==> run_1/met3.png <==
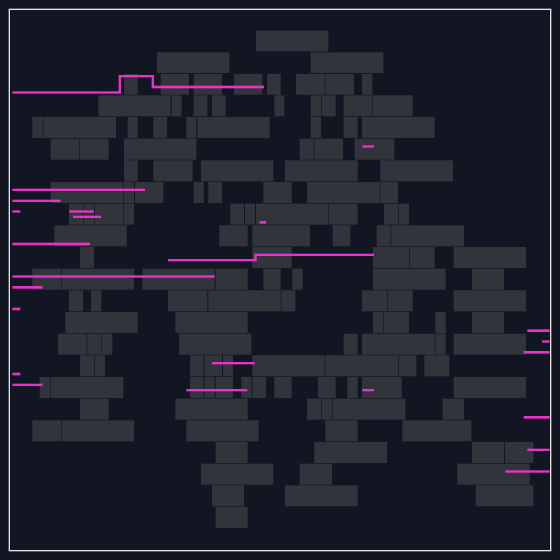
==> run_1/clock_map.png <==
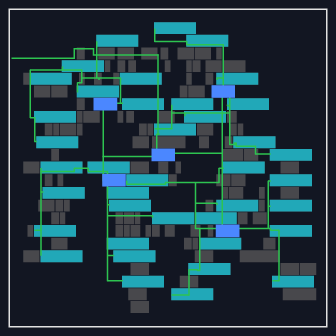
==> run_1/gate_families.png <==
Bar = 20 µm.
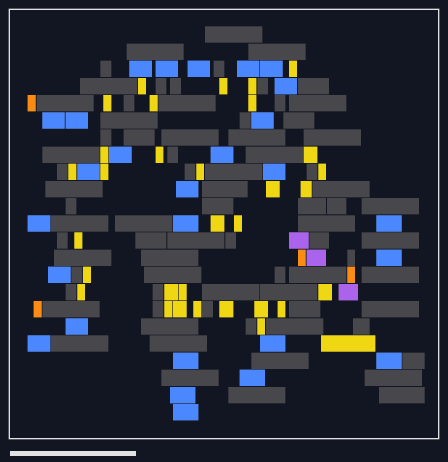
--- config.mk ---
export PLATFORM = sky130hd
export DESIGN_NAME = serial_adder
export DESIGN_NICKNAME = d
export VERILOG_FILES = /design/src/rtl/adder_pkg.sv /design/src/rtl/full_adder.sv /design/src/rtl/serial_adder.sv
export SDC_FILE = /design/constraint.sdc
export NUM_CORES = 1
export LEC_CHECK = 0
export ABC_CLOCK_PERIOD_IN_PS = 2800
export CAP_MARGIN = 30
export CORE_MARGIN = 2
export CORE_UTILIZATION = 41
export DETAILED_ROUTE_END_ITERATION = 6
export DONT_BUFFER_PORTS = 1
export HOLD_SLACK_MARGIN = 0.12
export PLACE_DENSITY = 0.58
export SLEW_MARGIN = 20
export SYNTH_ARGS = -nofsm -noshare
export SYNTH_HDL_FRONTEND = slang
export SYNTH_SLANG_ARGS = --single-unit
--- constraint.sdc ---
create_clock -name clk_i -period 2.8 [get_ports clk_i]
set_input_delay 0.56 -clock clk_i [delete_from_list [all_inputs] [get_ports clk_i]]
set_output_delay 0.56 -clock clk_i [all_outputs]
set_load 0.02 [all_outputs]
--- src/rtl/adder_pkg.sv ---
// ============================================================================
// adder_pkg : shared state encoding and default width for the serial adder.
// Revision  : 1.0 - initial release
// ============================================================================
`default_nettype none

package adder_pkg;

  localparam int c_default_width = 8;

  typedef enum logic [0:0] {
    IDLE  = 1'b0,
    SHIFT = 1'b1
  } state_t;

endpackage

`default_nettype wire

--- src/rtl/full_adder.sv ---
// ============================================================================
// full_adder : 1-bit full adder cell, the bit-slice of the serial adder.
// Revision   : 1.0 - initial release
// ============================================================================
`default_nettype none

module full_adder (
  input  logic i_a,
  input  logic i_b,
  input  logic i_c,
  output logic o_s,
  output logic o_c
);

  assign o_s = i_a ^ i_b ^ i_c;
  assign o_c = (i_a & i_b) | (i_c & (i_a ^ i_b));

endmodule

`default_nettype wire

--- src/rtl/serial_adder.sv ---
// ============================================================================
// serial_adder : LSB-first bit-serial adder, one bit pair per clock through a
//                single full_adder cell; registered sum/carry-out with done pulse.
// Revision     : 1.0 - initial release
// ============================================================================
`default_nettype none

module serial_adder
  import adder_pkg::*;
#(
  parameter int WIDTH = c_default_width,
  parameter int CNT_W = $clog2(WIDTH + 1)
) (
  input  logic             clk_i,
  input  logic             rst_n_i,
  input  logic             start_i,
  input  logic [WIDTH-1:0] A_i,
  input  logic [WIDTH-1:0] B_i,
  input  logic             C_i,
  output logic             busy_o,
  output logic             done_o,
  output logic [WIDTH-1:0] S_o,
  output logic             C_o
);

  localparam logic [CNT_W-1:0] c_last = CNT_W'(WIDTH - 1);

  state_t             r_state;
  state_t             w_state_next;
  logic [WIDTH-1:0]   r_a_sh;
  logic [WIDTH-1:0]   r_b_sh;
  logic [WIDTH-1:0]   r_sum_sh;
  logic [WIDTH-1:0]   w_sum_next;
  logic               r_carry;
  logic [CNT_W-1:0]   r_cnt;
  logic               w_fa_sum;
  logic               w_fa_carry;
  logic               w_last;

  full_adder u_fa (
    .i_a (r_a_sh[0]),
    .i_b (r_b_sh[0]),
    .i_c (r_carry),
    .o_s (w_fa_sum),
    .o_c (w_fa_carry)
  );

  assign w_last = (r_state == SHIFT) && (r_cnt == c_last);

  // New sum bit enters at the MSB so the LSB-first result lands in order.
  generate
    if (WIDTH == 1) begin : g_w1
      assign w_sum_next = w_fa_sum;
    end else begin : g_wn
      assign w_sum_next = {w_fa_sum, r_sum_sh[WIDTH-1:1]};
    end
  endgenerate

  always_ff @(posedge clk_i or negedge rst_n_i) begin
    if (!rst_n_i) begin
      r_state <= IDLE;
    end else begin
      r_state <= w_state_next;
    end
  end

  always_comb begin
    w_state_next = r_state;
    busy_o       = (r_state == SHIFT);
    case (r_state)
      IDLE:    if (start_i) w_state_next = SHIFT;
      SHIFT:   if (w_last)  w_state_next = IDLE;
      default: w_state_next = IDLE;
    endcase
  end

  always_ff @(posedge clk_i or negedge rst_n_i) begin
    if (!rst_n_i) begin
      r_a_sh   <= '0;
      r_b_sh   <= '0;
      r_sum_sh <= '0;
      r_carry  <= 1'b0;
      r_cnt    <= '0;
      done_o   <= 1'b0;
      S_o      <= '0;
      C_o      <= 1'b0;
    end else begin
      done_o <= 1'b0;
      case (r_state)
        IDLE: begin
          if (start_i) begin
            r_a_sh   <= A_i;
            r_b_sh   <= B_i;
            r_carry  <= C_i;
            r_cnt    <= '0;
            r_sum_sh <= '0;
          end
        end
        SHIFT: begin
          r_a_sh   <= r_a_sh >> 1;
          r_b_sh   <= r_b_sh >> 1;
          r_sum_sh <= w_sum_next;
          r_carry  <= w_fa_carry;
          r_cnt    <= r_cnt + CNT_W'(1);
          if (w_last) begin
            S_o    <= w_sum_next;
            C_o    <= w_fa_carry;
            done_o <= 1'b1;
          end
        end
        default: ;
      endcase
    end
  end

endmodule

`default_nettype wire

==> Changelog: implementation, run 1 <==
## Implementation

* Status: complete, no violations
* Wire per inst at 15.0 µm
* Final HPWL DP at roughly 1900 µm
* Chip Area, Yosys at 1670 µm²
* Total global-route track usage at 14.4%
* Worst slew margin at between 70% and 80%
* Power per Cell Area at approximately 1100 nW/µm²
* Synth Cell Area at 1670 µm²
* Die width at 67.8 µm
* Max incr delay on CP at 520 ps
* Area leader, netlist: dfrtp_1
* Worst hold slack at 387 ps
* Synth top cells by count: 39 x dfrtp_1, 22 x nand2_1, 22 x o21ai_0
* Count leader, synth: dfrtp_1
* Initial antenna violation count at 0
* Worst endpoint data arrival time at 1670 ps
* Drt via density at 5.15
* H-tree depth at 2
* Via count at between 900 and 1k
* WP buf/inv at 1
* RSZ-0062 raised after global routing: false
* Cell Rows at 23
* Clock root cell: clkbuf_8
* Crit-path cells: buf_4 > nor2_1 > a22o_1
* Num CTS Buffers at 5
* Hold Path Cell Cnt at 1
* # IOs at 31
* CP required at 2980 ps
* Layout cell share with drive strength beyond 1 at 13.4%
* Most used DFF post-synth: dfrtp_1
* Sink Count at 39
* Hold crit path type: in -> reg
* Total length of routed wires at 2890 µm
* Post-layout net count at 164
* Cells after synthesis at 140
* Iteration-0 DRC Markers at 48
* Area leader share at 58.5%
* Clk ins delay skew pair at 280 ps
* Yosys warns at 0
* Max IR drop VDD at 0.362 mV
* CP Class: reg -> reg
* Delay-heaviest family, CP: flip-flops
## Picture notes: met3.png
- longest straight run: 25.1 µm
- wire length on this layer: 164 µm
- nets with wire on the layer: 21
- share of all routed wire: 5.7%
- main direction: horizontal

## Picture notes: clock_map.png
- blue: cells driving clock nets (count 5)
- cyan: flip-flops (count 39)
- green: clock wires (length 450 µm)
- routed clock nets: 6

## Picture notes: gate_families.png
- blue: multiplexers (cells 27; where all over the die)
- orange: NOR gates (cells 4)
- purple: AND-OR and OR-AND gates (cells 3)
- yellow: NAND gates (cells 32)

==> run 1: worst register-to-register path: cells and delay by family, from the launching register on <==
kind | cells | cell delay [ps]
AND-OR/OR-AND | 1 | 250
buffers and inverters | 1 | 440
flip-flops | 1 | 520
AND/OR/NAND/NOR | 1 | 170
==> run 1: layer usage <==
| metal | track usage, % | part of all wire, % | vias to the layer above |
|---|---|---|---|
| li1 | - | - | 480 |
| met1 | 17.6 | 44 | 475 |
| met2 | 22.4 | 49 | 28 |
| met3 | 5.00 | 5.7 | 5 |
| met4 | 7.50 | 1.6 | 0 |
| met5 | 0 | 0 | - |
==> run 1: per-stage QoR <==
| stage | power, µW | setup WS, ps |
|---|---|---|
| floorplan | 1430 | 1540 |
| detailed placement | 1540 | 1310 |
| CTS | 1940 | 1290 |
| global placement | 1510 | 1340 |
| finish | 1910 | 1310 |
| global route | 2070 | 1170 |
==> run 1: report_power, final <==
part / total [µW] / internal (µW) / switching [µW]
Combinational: 510 / 255 / 255
Clock: 372 / 193 / 179
Sequential: 1030 / 789 / 240
==> run 1: flip-flops by register name (all words and copies together) (netlist names), 4 cells and up <==
signal,flops
r_cnt,4
r_a_sh,8
r_sum_sh,7
r_b_sh,8
S_o,8
==> run 1: what timing repair did <==
action                                  CTS  global route
hold buffers                              2             0
resized                                   0             0
endpoints found under the setup margin    0             0
buffers inserted                          0             0
endpoints found under the hold margin    39             0
==> run 1: kinds of logic after synthesis <==
family	after synthesis	synth area share, %
compound gates	25	8.17
mux	27	16.9
buf+inv	9	2.92
flops	39	58.5
xor+xnor	2	1.05
simple gates	36	10.6
fa+ha+maj	2	1.95
==> run 1: layout make-up <==
class	count	area, µm²
clock buffers	6	82.6
clock inverters	1	5.00
fillers	379	2160
inverters	1	3.75
multi-input cells	92	644
flip-flops and latches	39	976
well taps	50	62.6
repair buffers	3	37.5
==> run 1: path summary, 6_finish.rpt <==
check	from	end	slack, ps
min	start_i	r_cnt[2]	390
min in group asynchronous	rst_n_i	busy_o	730
min reg2reg	r_b_sh[4]	r_b_sh[3]	490
max	busy_o	r_cnt[3]	1310
max reg2reg	busy_o	r_cnt[3]	1310
max in group asynchronous	rst_n_i	r_b_sh[4]	1870
==> run 1: layout by cell type (no fill, tap or decap), types with 3 or more instances in the layout <==
cell type	netlist	routed
a22o_1	3	3
clkbuf_8	0	6
dfrtp_1	39	39
mux2_2	9	9
mux2i_1	18	18
nand2_1	22	22
nand2b_1	8	8
nor2_1	4	4
o21ai_0	22	22
## Run 2: what changed since run 1
ABC_CLOCK_PERIOD_IN_PS = 1200   (was 2800)
PLACE_DENSITY = 0.6   (was 0.58)
clock period = 1.2 ns   (was 2.8 ns; I/O delays follow)
==> run_2/drive_strength.png <==
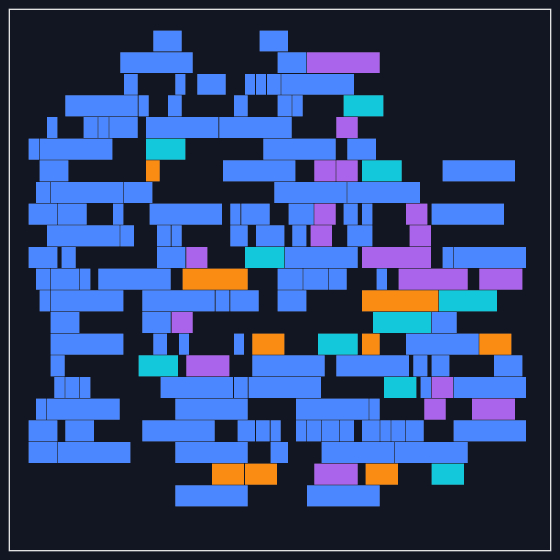
- blue: drive 1 or less (cells 123)
- purple: drive 3 to 4 (cells 18)
- orange: drive 2 (cells 9)
- cyan: drive 6 and up (cells 10)

==> run_2/final_congestion.png <==
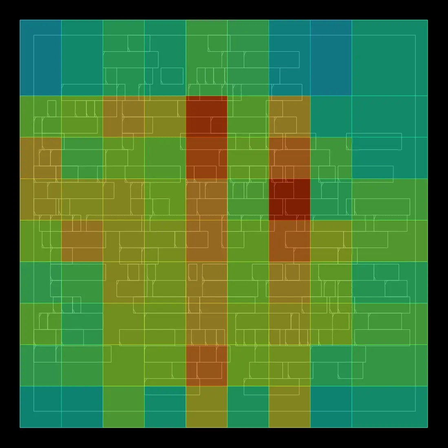
gr busiest metal: met2
total global-route track usage: 15.3%

==> run 2 against run 1 <==
Against the previous run:
- synthesized cell count is the same
- sequential share of layout area fell by 5.7 points
- clock power grew 140%
- largest cell class unchanged
- cell count grew 9.4%
- first-iteration DRC count grew 6.3%
- the flow now finishes with violations (setup timing)
- design area up 12%
==> Changelog: implementation, run 2 <==
## Implementation

* Cell Rows at 23 (unchanged)
* Sequential share of power at 47.3% (-6.5 points)
* Worst slew margin at 76.0% (+3.6 points)
* Fill cell count at 361 (-4.7%)
* Cells after synthesis at 140 (unchanged)
* Hold crit path type: in -> reg
* Int Pwr at 3310 µW (+170%)
* CP Class: reg -> reg
* Clk ins delay skew pair at 280 ps (about the same)
* RSZ-0062 raised after global routing: true
* Most used DFF post-synth: dfrtp_1
* Sink Count at 39 (unchanged)
* Synth Cell Area at 1670 µm² (unchanged)
* Iteration-0 DRC Markers at 51 (+6.3%)
* Top Layout Cells: 38 x dfrtp_1, 22 x nand2_1, 20 x o21ai_0
* Failing checks: setup timing
* Switching share of total power at 34.3% (-0.91 points)
* Largest regs: S_o: 8 flops, r_a_sh: 8 flops, r_b_sh: 8 flops
* Yosys warns at 0 (unchanged)
* Count leader, synth: dfrtp_1
* Synth top cells by count: 39 x dfrtp_1, 22 x nand2_1, 22 x o21ai_0
* Max IR drop VDD at 0.876 mV (+140%)
* Final WS setup at -46.9 ps (-1360 ps)
* CP required at 1370 ps (-1610 ps)
* Chip Area, Yosys at 1670 µm² (unchanged)
* Logic pwr share at 35.3% (+8.6 points)
* Status: complete, but fails checks
* Clock root cell: clkbuf_8
* Final HPWL DP at 1900 µm (-0.63%)
* H-tree depth at 2 (unchanged)
* Final setup viols at 8
* Wire per inst at 14.9 µm (-0.85%)
* # IOs at 31 (unchanged)
* Worst endpoint data arrival time at 1420 ps (-250 ps)
* Initial antenna violation count at 0 (unchanged)
## run 2: per-stage QoR
stage | total power, µW | hold slack [ps] | cell area, µm² | cells | worst slack [ps]
global route | 5430 | 130 | 2030 | 210 | -71.0
floorplan | 3350 | -55.6 | 1670 | 140 | -38.7
CTS | 4950 | 122 | 1970 | 206 | -57.5
detailed placement | 3820 | -54.5 | 1770 | 191 | -85.8
finish | 5040 | 145 | 2030 | 210 | -46.9
global placement | 3730 | -54.4 | 1770 | 191 | -48.5
## run 2: power groups by stage
stage	logic, µW	clock network, µW	registers [µW]
6_report	1780	875	2390
5_1_grt	2010	964	2460
4_1_cts	1660	902	2390
3_5_place_dp	1440	0	2380
3_3_place_gp	1370	0	2360
2_1_floorplan	1030	0	2320
## run 2: per-layer routing
metal / global-route usage [%] / share of wire, %
met5: 0 / 0
met4: 6.00 / 2.3
met3: 6.67 / 5.9
met2: 24.8 / 50
met1: 17.7 / 42
## run 2: timing repair
item                                    4_1_cts  5_1_grt
resized                                       6        7
hold buffers                                  5        1
endpoints found under the hold margin        48        1
cloned                                        1        0
pin swaps                                     1        3
endpoints found under the setup margin       10       13
buffers inserted                              2        3
## run 2: logic make-up (layout without fill, tap and decap cells)
family                     after synthesis  after routing  synth area share [%]
DFF                                     39             39                  58.5
adders and majority gates                2              2                  1.95
xor gates and xnor gates                 2              2                  1.05
buffers and inverters                    9             28                  2.92
AOI/OAI and AO/OA                       25             25                  8.17
and+or+nand+nor                         36             37                  10.6
muxes                                   27             27                  16.9
## run 2: path summary, 6_finish.rpt
check	startpoint	end	slack, ps	depth (start not counted)
max	r_b_sh[0]	S_o[7]	-50	2
min	start_i	r_b_sh[7]	140	2
max reg2reg	r_b_sh[0]	S_o[7]	-50	2
min reg2reg	r_b_sh[6]	r_b_sh[5]	480	2
max in group asynchronous	rst_n_i	busy_o	570	2
min in group asynchronous	rst_n_i	S_o[0]	400	2
## run 2: critical path, stage by stage (launching register included)
cell and delay [ps]:
dfrtp_1 400, fa_2 470, mux2_2 260
## run 2: cell type report
type	instances	area [µm²]	share of cell area, %
flip-flops and latches	39	977	48.2
multi-input cells	93	701	34.6
repair buffers	20	195	9.63
clock buffers	6	82.6	4.07
well taps	50	62.6	3.09
clock inverters	1	5.00	0.247
inverters	1	3.75	0.185
## Run 3: what changed since run 2
CAP_MARGIN = unset   (was 30)
==> run_3/final_congestion.png <==
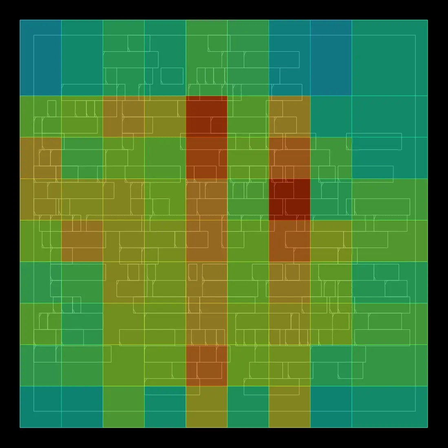
wire per inst: 14.9 µm
met1 Usage GRT: 17.7%
fin util: 51.0%
GRT met3 Usage: 6.67%
met2 usage: 24.8%

==> run 3 against run 2 <==
Against the previous run:
- the run still ends with setup timing left
- sequential share of layout area unchanged
- count of clock-buffer cells in the layout unchanged
- combinational power about the same
- global-route usage unchanged
- utilization unchanged
- hold slack unchanged
- cell count unchanged
- clock power about the same
- design area unchanged
- largest power group unchanged
==> Changelog: implementation, run 3 <==
## Implementation

* Status: complete, but fails checks
* Failing checks: setup timing
* Max IR drop VDD at 0.876 mV (unchanged)
* Worst r2r src: r_b_sh[0]
* Worst slew margin at 76.0% (unchanged)
* Clock root cell: clkbuf_8
* Yosys warns at 0 (unchanged)
* Hold Path Cell Cnt at 2 (unchanged)
* Worst endpoint data arrival time at 1420 ps (about the same)
* Most used DFF post-synth: dfrtp_1
* Worst R2R End: S_o[7]
* RSZ-0062 raised after global routing: true
* Die width at just under 70 µm
* Largest regs: S_o: 8 flops, r_a_sh: 8 flops, r_b_sh: 8 flops
* Sink Count at 39 (unchanged)
* Final setup viols at 8 (unchanged)
* Synth Cell Area at 1670 µm² (unchanged)
* Worst hold start: start_i
* Total global-route track usage at 15.3% (unchanged)
* Chip Area, Yosys at 1670 µm² (unchanged)
* Final WS setup at -46.9 ps (unchanged)
* Synth Seq Share at 58.5%
* Synth top cells by count: 39 x dfrtp_1, 22 x nand2_1, 22 x o21ai_0
* Count leader, synth: dfrtp_1
* Final HPWL DP at 1900 µm (unchanged)
* Largest net degree at the start of global routing at 40
* Top Layout Cells: 38 x dfrtp_1, 22 x nand2_1, 20 x o21ai_0
* CP Class: reg -> reg
* H-tree depth at 2 (unchanged)
* Power per Cell Area at roughly 2500 nW/µm²
* CP required at 1370 ps (about the same)
* Clk ins delay skew pair at 280 ps (about the same)
* Hold EP: r_b_sh[7]
* Flop-to-flop setup slack at -50 ps (about the same)
* Post-Layout Cell Count at 210 (unchanged)
* Cell Rows at 23 (unchanged)
* Pre-CTS WS at -85.8 ps (unchanged)
* Bufs on Longest Clock Path at 2
* Hold crit path type: in -> reg
* Placed cells at 191 (unchanged)
* Pwr Total at 5040 µW (unchanged)
* # IOs at 31 (unchanged)
* Reg2Reg Depth at 2 (unchanged)
* Iteration-0 DRC Markers at 51 (unchanged)
* Final Critical Period at between 1000 and 1500 ps
* Cells after synthesis at 140 (unchanged)
* Initial antenna violation count at 0 (unchanged)
==> run_3/clock_map.png <==
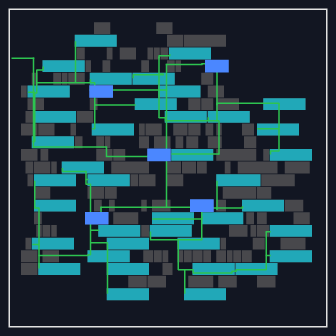
- blue: cells driving clock nets (count 5)
- cyan: flip-flops (count 39)
- green: clock wires (length 459 µm)
- routed clock nets: 6
- flops lie: all over the die

run 3: cell counts after synthesis:
No cell type changed its count.
run 3: cell families after synthesis:
family,Yosys count,share of synthesized area (%)
AND/OR/NAND/NOR,36,10.6
buffers and inverters,9,2.92
XOR/XNOR,2,1.05
AND-OR/OR-AND,25,8.17
adder cells (fa/ha/maj),2,1.95
flip-flops,39,58.5
multiplexers,27,16.9
run 3: worst max path at each step:
stage / startpoint / to / slack, ps / cells after the start
after floorplan: r_carry / S_o[7] / -40 / 2
after global placement: r_carry / S_o[7] / -50 / 2
after detailed placement: r_carry / S_o[7] / -90 / 2
after CTS: r_a_sh[0] / S_o[7] / -60 / 2
after global routing: r_b_sh[0] / S_o[7] / -70 / 2
final: r_b_sh[0] / S_o[7] / -50 / 2
run 3: worst max-delay path: stages (launching register included):
cell and delay (ps):
dfrtp_1 400, fa_2 470, mux2_2 260
run 3: cell type report:
cell class                 instances  area [µm²]  share of cell area [%]
clock buffer                       6        82.6                    4.07
clock inverter                     1        5.00                   0.247
inverter                           1        3.75                   0.185
multi-input combinational         93         701                    34.6
sequential                        39         977                    48.2
tap                               50        62.6                    3.09
timing repair buffer              20         195                    9.63
run 3: power by group:
part / switching, µW / leakage (µW) / total (µW) / internal [µW]
combinational: 767 / 0.000415 / 1780 / 1010
sequential: 541 / 0.000509 / 2390 / 1840
clock: 424 / 0.0000470 / 875 / 451
total: 1730 / 0.000971 / 5040 / 3310
run 3: stage by stage:
| stage | setup TNS [ps] | instance area [µm²] | hold WS (ps) |
|---|---|---|---|
| after floorplan | -38.7 | 1670 | -55.6 |
| after global placement | -212 | 1770 | -54.4 |
| after detailed placement | -408 | 1770 | -54.5 |
| after CTS | -122 | 1970 | 122 |
| after global routing | -557 | 2030 | 130 |
| final | -114 | 2030 | 145 |
run 3: per-layer routing:
layer	vias up	global-route usage [%]	wire length, µm
li1	517	-	-
met1	515	17.7	1310
met2	29	24.8	1560
met3	8	6.67	185
met4	0	6.00	72
met5	-	0	0
run 3: what timing repair did:
item,CTS,global route
hold buffers,5,1
endpoints found under the hold margin,48,1
cloned,1,0
resized,6,7
setup buffers,2,3
setup endpoints to repair,10,13
pin swaps,1,3
Power figures rest on the tool's default switching activity, not on a simulated workload.
